<file path="src/rtl/key_pkg.sv">
// key_pkg: shared sizes and helpers for the key/switch debouncer.
// cnt_width sizes the per-channel stability counter.
package key_pkg;

  localparam int NUM_KEYS = 4;
  localparam int NUM_SW = 4;
  localparam int DEFAULT_DEBOUNCE_CYCLES = 240000;

  function automatic int cnt_width(
    input int unsigned cycles
  );
    return (cycles < 2) ? 1 : $clog2(cycles);
  endfunction

endpackage

</file>
<file path="src/rtl/debounce_ch.sv">
// debounce_ch: one input channel -- 2-flop synchronizer,
// stability counter, accepted level and one-clock change pulse.
module debounce_ch
  import key_pkg::*;
#(
  parameter int unsigned DEBOUNCE_CYCLES = DEFAULT_DEBOUNCE_CYCLES,
  parameter logic        RST_LEVEL       = 1'b0
) (
  input  logic clk,
  input  logic rst_n,
  input  logic din,
  output logic stable,
  output logic change
);

  localparam int CW = cnt_width(DEBOUNCE_CYCLES);
  localparam logic [CW-1:0] LAST = CW'(DEBOUNCE_CYCLES - 1);

  logic [1:0]    sync;
  logic [CW-1:0] cnt;
  logic          differ;
  logic          accept;

  assign differ = sync[1] ^ stable;
  assign accept = differ && (cnt == LAST);

  // Bring the asynchronous pad into the clk domain.
  always_ff @(posedge clk or negedge rst_n) begin
    if (!rst_n) begin
      sync <= {2{RST_LEVEL}};
    end else begin
      sync <= {sync[0], din};
    end
  end

  // Count consecutive disagreeing clocks; accept on the last one.
  always_ff @(posedge clk or negedge rst_n) begin
    if (!rst_n) begin
      cnt    <= '0;
      stable <= RST_LEVEL;
      change <= 1'b0;
    end else begin
      change <= accept;
      if (!differ || accept) begin
        cnt <= '0;
      end else begin
        cnt <= cnt + 1'b1;
      end
      if (accept) begin
        stable <= sync[1];
      end
    end
  end

endmodule

</file>
<file path="src/rtl/key_debounce.sv">
// key_debounce: 4 push-buttons + 4 slide switches, debounced.
// Define KEY_DEBOUNCE_TOGGLE_EN to build the key_toggle flops.
module key_debounce
  import key_pkg::*;
#(
  parameter int unsigned DEBOUNCE_CYCLES = DEFAULT_DEBOUNCE_CYCLES,
  parameter int          KEY_ACTIVE_LOW  = 1
) (
  input  logic                clk,
  input  logic                rst_n,
  input  logic [NUM_KEYS-1:0] key,
  input  logic [NUM_SW-1:0]   sw,
  output logic [NUM_KEYS-1:0] key_level,
  output logic [NUM_KEYS-1:0] key_press,
  output logic [NUM_KEYS-1:0] key_release,
  output logic [NUM_KEYS-1:0] key_toggle,
  output logic [NUM_SW-1:0]   sw_level,
  output logic [NUM_SW-1:0]   sw_change
);

  localparam logic KEY_IDLE = (KEY_ACTIVE_LOW != 0);
  localparam logic [NUM_KEYS-1:0] KEY_INV = {NUM_KEYS{KEY_IDLE}};

  logic [NUM_KEYS-1:0] key_st;
  logic [NUM_KEYS-1:0] key_chg;

  for (genvar i = 0; i < NUM_KEYS; i++) begin : g_key
    debounce_ch #(
      .DEBOUNCE_CYCLES (DEBOUNCE_CYCLES),
      .RST_LEVEL       (KEY_IDLE)
    ) u_ch (
      .clk    (clk),
      .rst_n  (rst_n),
      .din    (key[i]),
      .stable (key_st[i]),
      .change (key_chg[i])
    );
  end

  for (genvar i = 0; i < NUM_SW; i++) begin : g_sw
    debounce_ch #(
      .DEBOUNCE_CYCLES (DEBOUNCE_CYCLES),
      .RST_LEVEL       (1'b0)
    ) u_ch (
      .clk    (clk),
      .rst_n  (rst_n),
      .din    (sw[i]),
      .stable (sw_level[i]),
      .change (sw_change[i])
    );
  end

  assign key_level   = key_st ^ KEY_INV;
  assign key_press   = key_chg & key_level;
  assign key_release = key_chg & ~key_level;

`ifdef KEY_DEBOUNCE_TOGGLE_EN
  logic [NUM_KEYS-1:0] tog_q;

  // tog_q lags one clock; xor with press so the flip shows in the press cycle.
  always_ff @(posedge clk or negedge rst_n) begin
    if (!rst_n) begin
      tog_q <= '0;
    end else begin
      tog_q <= tog_q ^ key_press;
    end
  end

  assign key_toggle = tog_q ^ key_press;
`else
  assign key_toggle = '0;
`endif

endmodule

</file>
<file path="config.mk">
export PLATFORM = sky130hd
export DESIGN_NAME = key_debounce
export DESIGN_NICKNAME = d
export VERILOG_FILES = /design/src/rtl/key_pkg.sv /design/src/rtl/debounce_ch.sv /design/src/rtl/key_debounce.sv
export SDC_FILE = /design/constraint.sdc
export NUM_CORES = 1
export LEC_CHECK = 0
export ABC_AREA = 1
export CORE_UTILIZATION = 54
export DETAILED_ROUTE_END_ITERATION = 10
export PLACE_DENSITY_LB_ADDON = 0.12
export RECOVER_POWER = 25
export SYNTH_ARGS = -nofsm -noshare
export SYNTH_HDL_FRONTEND = slang
export SYNTH_SLANG_ARGS = --single-unit
export TNS_END_PERCENT = 10
</file>
<file path="constraint.sdc">
create_clock -name clk -period 1.9 [get_ports clk]
set_clock_uncertainty 0.2 [all_clocks]
set_input_delay 0.475 -clock clk [delete_from_list [all_inputs] [get_ports clk]]
set_output_delay 0.475 -clock clk [all_outputs]
set_load 0.005 [all_outputs]
</file>
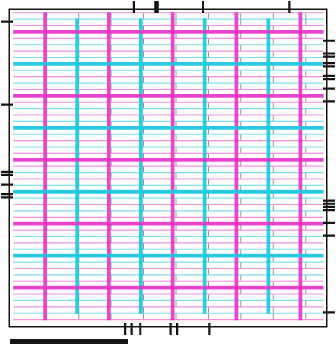
Fig. 1. Supply network (run 1).
Scale bar: 50 µm. Pins as bars on the die edge. Tap cells in grey.
[VSS] magenta
[VDD] cyan
met1 rails: 49
signal pins: 34

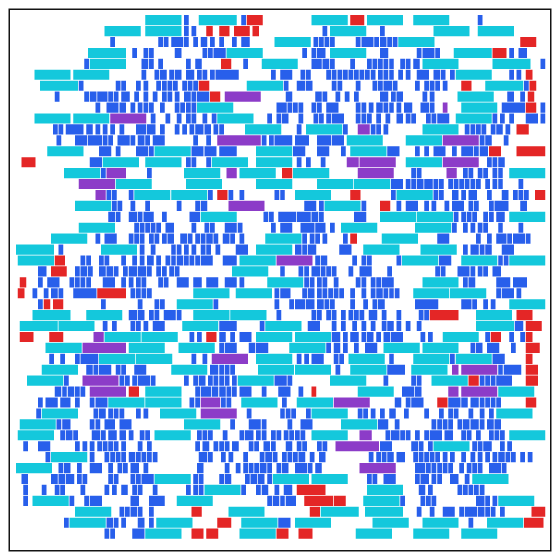
Fig. 2. Cells coloured by class (run 1).
[remaining buffers and delay cells] red | cells: 62 | share of their area: 5.3%
[remaining logic cells] blue | cells: 1057 | share of their area: 47%
[clock drivers and dummy loads] purple | cells: 32 | share of their area: 5.9%
[registers] cyan | cells: 176 | share of their area: 42%
Placeable Area: 17200 µm²
design area: 10800 µm²
Util after Layout: 62.7%

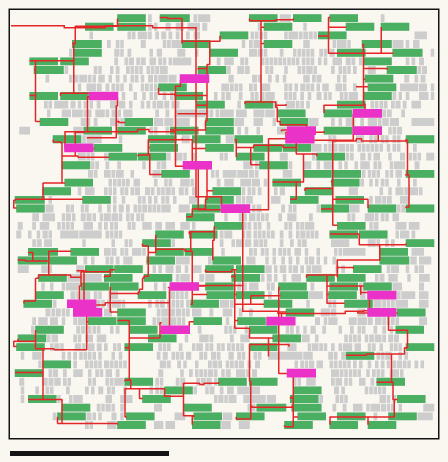
Fig. 3. Clock network drawn from the DEF (run 1).
Scale bar: 50 µm.
[clock-net drivers] magenta | count: 17
[clock wires] red | length: 2060 µm
[flip-flops] green | count: 176
routed clock nets: 18
flops lie: spread over the die

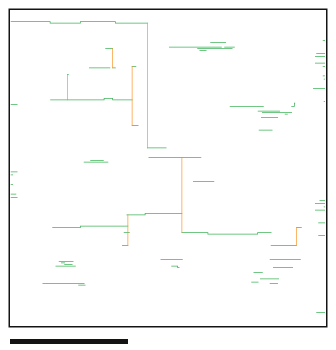
Fig. 4. Wiring by layer (run 1).
Scale bar: 50 µm. Two of the layers only.
[M3] green | wire length: 522 µm
[M4] orange | wire length: 150 µm
wire per inst: 11.7 µm
Post-Route WL: 18200 µm
via count: 7646
All-Layer GR Usage: 22.0%

[run 1: kinds of logic (layout without fill, tap and decap cells)]
| group | Yosys count | after routing | synth area share [%] |
|---|---|---|---|
| buffers and inverters | 143 | 217 | 6.78 |
| AOI/OAI and AO/OA | 33 | 33 | 2.56 |
| adders and majority gates | 8 | 8 | 1.06 |
| xor gates and xnor gates | 88 | 88 | 8.14 |
| DFF | 176 | 176 | 46.6 |
| other | 1 | 4 | 0.0396 |
| and+or+nand+nor | 799 | 801 | 34.8 |
[run 1: report_power, final]
| part | switching [mW] | total [mW] | internal, mW |
|---|---|---|---|
| combinational | 0.189 | 0.294 | 0.106 |
| sequential | 0.0520 | 3.87 | 3.81 |
| clock | 1.44 | 3.59 | 2.14 |
| total | 1.68 | 7.74 | 6.06 |
[run 1: state kept, by name, summed over array words and instances, names as in the netlist]
name,cells
g_sw.u_ch.change,4
g_key.u_ch.change,4
g_key.u_ch.stable,4
g_key.u_ch.sync,8
g_sw.u_ch.sync,8
g_key.u_ch.cnt,72
g_sw.u_ch.cnt,72
g_sw.u_ch.stable,4
[run 1: per-stage QoR]
| stage | total power, mW | util (%) | area, µm² |
|---|---|---|---|
| global route | 8.07 | 62.7 | 10800 |
| global placement | 4.23 | 58.6 | 10100 |
| floorplan | 4.07 | - | 9490 |
| finish | 7.74 | 62.7 | 10800 |
| CTS | 7.88 | 62.6 | 10800 |
| detailed placement | 4.24 | 58.6 | 10100 |
[run 1: placed cells by master (no fill, tap or decap), types with 5 or more instances in the layout]
cell and instances:
o21bai_1 13, dlygate4sd2_1 8, inv_2 5, nand3_2 8
xnor2_1 25, nand4_1 34, clkinvlp_4 5, nor3_1 20
nand3_1 70, clkbuf_2 8, clkbuf_16 17, buf_6 6
dlygate4sd3_1 9, nand2_2 8, dfstp_2 12, inv_1 118
nor2_1 321, buf_12 5, ha_1 8, nand2_1 323
o21ai_0 13, xor2_1 63, buf_4 20, nor2_2 5
dfrtp_1 164
[run 1: how the worst max path moves through the flow]
| stage | from | end | slack [ps] | cells past startpoint |
|---|---|---|---|---|
| 2_1_floorplan | g_key[2].u_ch.cnt[0] | g_key[2].u_ch.cnt[5] | 270 | 7 |
| 3_3_place_gp | g_key[2].u_ch.stable | key_release[2] | 110 | 3 |
| 3_5_place_dp | g_key[0].u_ch.stable | key_release[0] | 100 | 3 |
| 4_1_cts | g_key[3].u_ch.stable | key_level[3] | -90 | 3 |
| 5_1_grt | g_key[0].u_ch.stable | key_release[0] | -60 | 4 |
| 6_report | g_key[1].u_ch.stable | key_release[1] | -5 | 4 |
[run 1: final cells by class]
class,instances,share of cell area [%]
Tap cell,225,2.61
Multi-Input combinational cell,934,41.3
Timing Repair Buffer,62,5.17
Clock inverter,12,1.47
Sequential cell,176,40.9
Inverter,123,4.27
Clock buffer,20,4.23
[run 1: metal layers]
metal	GRT usage (%)	up-vias
li1	-	3999
met1	29.4	3522
met2	36.6	108
met3	4.20	17
met4	6.55	0
met5	0	-
[run 1: what timing repair did]
item / 4_1_cts / 5_1_grt
hold endpoints to repair: 30 / 0
hold buffers: 1 / 0
pin swaps: 0 / 1
resized: 44 / 21
setup buffers: 11 / 3
cloned: 0 / 2
setup endpoints to repair: 20 / 47
==> changes_impl.md, run 1 <==
### Implementation results

* Met2 WL post-DR at 8610 µm
* Gate Area at 4460 µm²
* GP Congestion at between 0.8 and 0.9
* Crit end category: output pin
* Placed insts at between 1500 and 2000
* Post-Syn Area at 9470 µm²
* LEAKAGE at 4.66 nW
* # setup viols final at 3
* Buf/Inv on CP at 3
* Synth Seq Share at 46.6%
* Synth async-reset ratio at 100%
* Synth area leader: dfrtp_1
* Worst hold endpoint: g_sw[2].u_ch.sync[1]
* Max rail drop VDD at around 0.65 mV
* Row count at 48
* Register area at 4420 µm²
* Synth warn at 0
* Mapped Cells at approximately 1200
* Setup WS post-layout at -4.67 ps
* Status: complete, but fails checks
* Nets at 1332
* Clock transition at the registers of the reported paths at 60 ps
* WP data arrival at about 1200 ps
* Crit start category: flop
* Failing checks: setup timing
* Tool warning count at 28
* Synth-to-Final Area Change at 14.0%
* CP Data Required Time at 1220 ps
* Wire length on met3 at 521 µm
* Initial antenna violation count at 0
* CP max-delay cell: dfstp_2
* ANT cells at 0
* Hold slack at between 150 and 200 ps
* Library cells used by synthesis at 28
* Yosys chip area at 9470 µm²
* Via-to-Cell Ratio at 4.93
* Pre-Repair DR Iteration Count at 5
* Synth Area per Inst at around 7.6 µm²
* Die ar. at 18100 µm²
* Reg2reg path depth at 7
* RSZ-0062 raised after global routing: yes
* R2R setup slack at 130 ps
* Cell with the most instances after synthesis: nand2_1
* # IOs at 34
* Post-synth top area share at between 40% and 50%
## Run 2: what changed since run 1
- SLEW_MARGIN: default -> 20
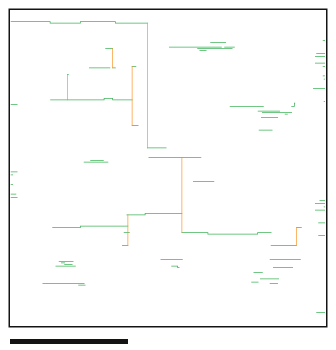
Fig. 5. Wiring by layer (run 2).
Scale bar: 50 µm. Two of the layers only.
[M4] orange | wire length: 150 µm
[M3] green | wire length: 522 µm

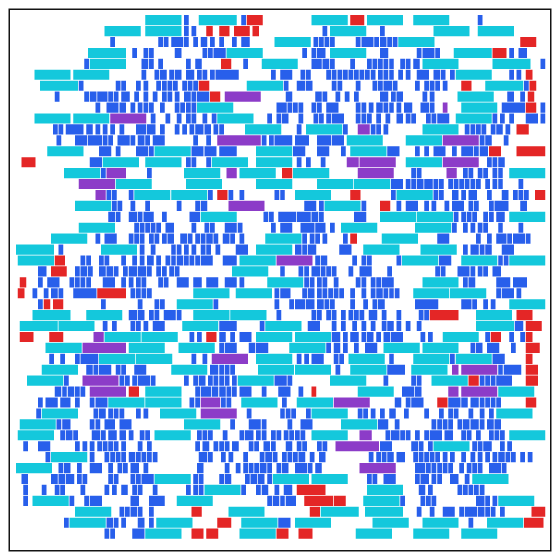
Fig. 6. Cells coloured by class (run 2).
row count: 48
sequential cell area share: 40.9%

==> changes_impl.md, run 2 <==
### Implementation results

* XOR-XNOR Cells, Area Fraction at roughly 8%
* Synth area leader: dfrtp_1
* Top FF cell, synth: dfrtp_1
* CP max-delay cell: dfstp_2
* # setup viols final at 3
* Synth-to-Final Area Change at 14.0%
* Util after Layout at 62.7%
* Pre-Repair DR Iteration Count at 5
* Via-to-Cell Ratio at 4.93
* Worst-skew pair later-pin latency at 420 ps
* WP data arrival at 1230 ps
* Setup WS post-layout at -4.67 ps
* R2R setup slack at around 130 ps
* Largest net degree at the start of global routing at between 40 and 50
* Cell with the most instances after synthesis: nand2_1
* Die height at 134 µm
* GP Congestion at 0.892
* Worst hold endpoint: g_sw[2].u_ch.sync[1]
* Largest registers: g_key.u_ch.cnt: 72 flops, g_sw.u_ch.cnt: 72 flops
* Mux share at 0%
* Clock transition at the registers of the reported paths at 60 ps
* Die ar. at between 15000 and 20000 µm²
* Synth Area per Inst at ~7.6 µm²
* Cycle use final at 100%
* Aoi share at 2.56%
* Synth async-reset ratio at 100%
* Filler cell count at 1564
* Cell Chain, Critical Path: buf_6 > nand2_2 > inv_2 > buf_6
* Synth Seq Share at 46.6%
* Placeable Area at 17200 µm²
* CTS Buf Count at 17
* All-Layer GR Usage at 22.0%
* Via count at 7646
* Initial antenna violation count at 0
* Comb area leader: simple AND/OR/NAND/NOR gates
* Status: complete, but fails checks
* Crit end category: output pin
* CP Data Required Time at 1220 ps
* Total power at 7.74 mW
* Failing checks: setup timing
* Bufs on Longest Clock Path at 2
* Max rail drop VDD at 0.652 mV
* Wire per inst at ~12 µm
* Post-Route WL at 18200 µm
* Clock Sinks at 176
* Crit start category: flop
* Most numerous logic cell after layout: nand2_1
* Tool warning count at 28
* Post-synth top area share at 43.3%
* # IOs at 34
* Top achievable clock speed at 525 MHz
* Adder-cell share of the synthesized area at 1.06%
* RSZ-0062 raised after global routing: yes
* Worst-margin pin slew at around 570 ps
* Post-Syn Area at 9470 µm²
* ANT cells at 0
* Mapped Cells at 1248
* Synth warn at 0
* Nets at about 1300
* Most frequent cells in the layout: nand2_1, nor2_1, dfrtp_1
* Library cells used by synthesis at 28
* Yosys chip area at roughly 9500 µm²
* Simple-gate portion of the synthesized area at 34.8%
* Reg2reg path depth at 7
* LEAKAGE at 4.66 nW
[run 2: worst max path at each step]
stage                          from                    to  slack (ps)
4_1_cts        g_key[3].u_ch.stable          key_level[3]         -90
3_3_place_gp   g_key[2].u_ch.stable        key_release[2]         110
5_1_grt        g_key[0].u_ch.stable        key_release[0]         -60
3_5_place_dp   g_key[0].u_ch.stable        key_release[0]         100
6_report       g_key[1].u_ch.stable        key_release[1]          -5
2_1_floorplan  g_key[2].u_ch.cnt[0]  g_key[2].u_ch.cnt[5]         270
[run 2: layout make-up]
type | instances | area [µm²] | share of cell area [%]
Timing Repair Buffer | 62 | 558 | 5.17
Inverter | 123 | 462 | 4.27
Sequential cell | 176 | 4420 | 40.9
Clock inverter | 12 | 159 | 1.47
Clock buffer | 20 | 457 | 4.23
Tap cell | 225 | 282 | 2.61
Multi-Input combinational cell | 934 | 4460 | 41.3
[run 2: routing by layer]
metal / up-vias / share of wire, % / global-route usage [%]
met5: - / 0 / 0
met4: 0 / 0.82 / 6.55
met3: 17 / 2.9 / 4.20
met2: 108 / 47 / 36.6
met1: 3522 / 49 / 29.4
li1: 3999 / - / -
[run 2: logic make-up after synthesis]
family          count (synthesis)
buf+inv                       143
compound gates                 33
flops                         176
simple gates                  799
xor+xnor                       88
other cells                     1
fa+ha+maj                       8
[run 2: where the power goes]
part / leakage [nW] / internal [mW] / switching, mW
Sequential: 2.38 / 3.81 / 0.0520
Clock: 0.285 / 2.14 / 1.44
Combinational: 2.00 / 0.106 / 0.189
[run 2: what timing repair did]
action                     4_1_cts  5_1_grt
setup endpoints to repair       20       47
hold buffers                     1        0
hold endpoints to repair        30        0
resized                         44       21
gates cloned                     0        2
pin swaps                        0        1
buffers inserted                11        3
[run 2: worst max-delay path: cells and delay by family, from the launching register on]
family / cells / cell delay [ps]
AND/OR/NAND/NOR: 1 / 40
buffers and inverters: 3 / 220
flip-flops: 1 / 540
[run 2: stage by stage]
stage | hold WS (ps) | setup TNS (ps) | cells | area, µm²
floorplan | -20.6 | 0 | 1251 | 9490
global placement | 133 | 0 | 1503 | 10100
detailed placement | 137 | 0 | 1503 | 10100
CTS | 150 | -348 | 1547 | 10800
global route | 159 | -508 | 1552 | 10800
finish | 150 | -8.19 | 1552 | 10800
Power and IR drop assume default switching activity.
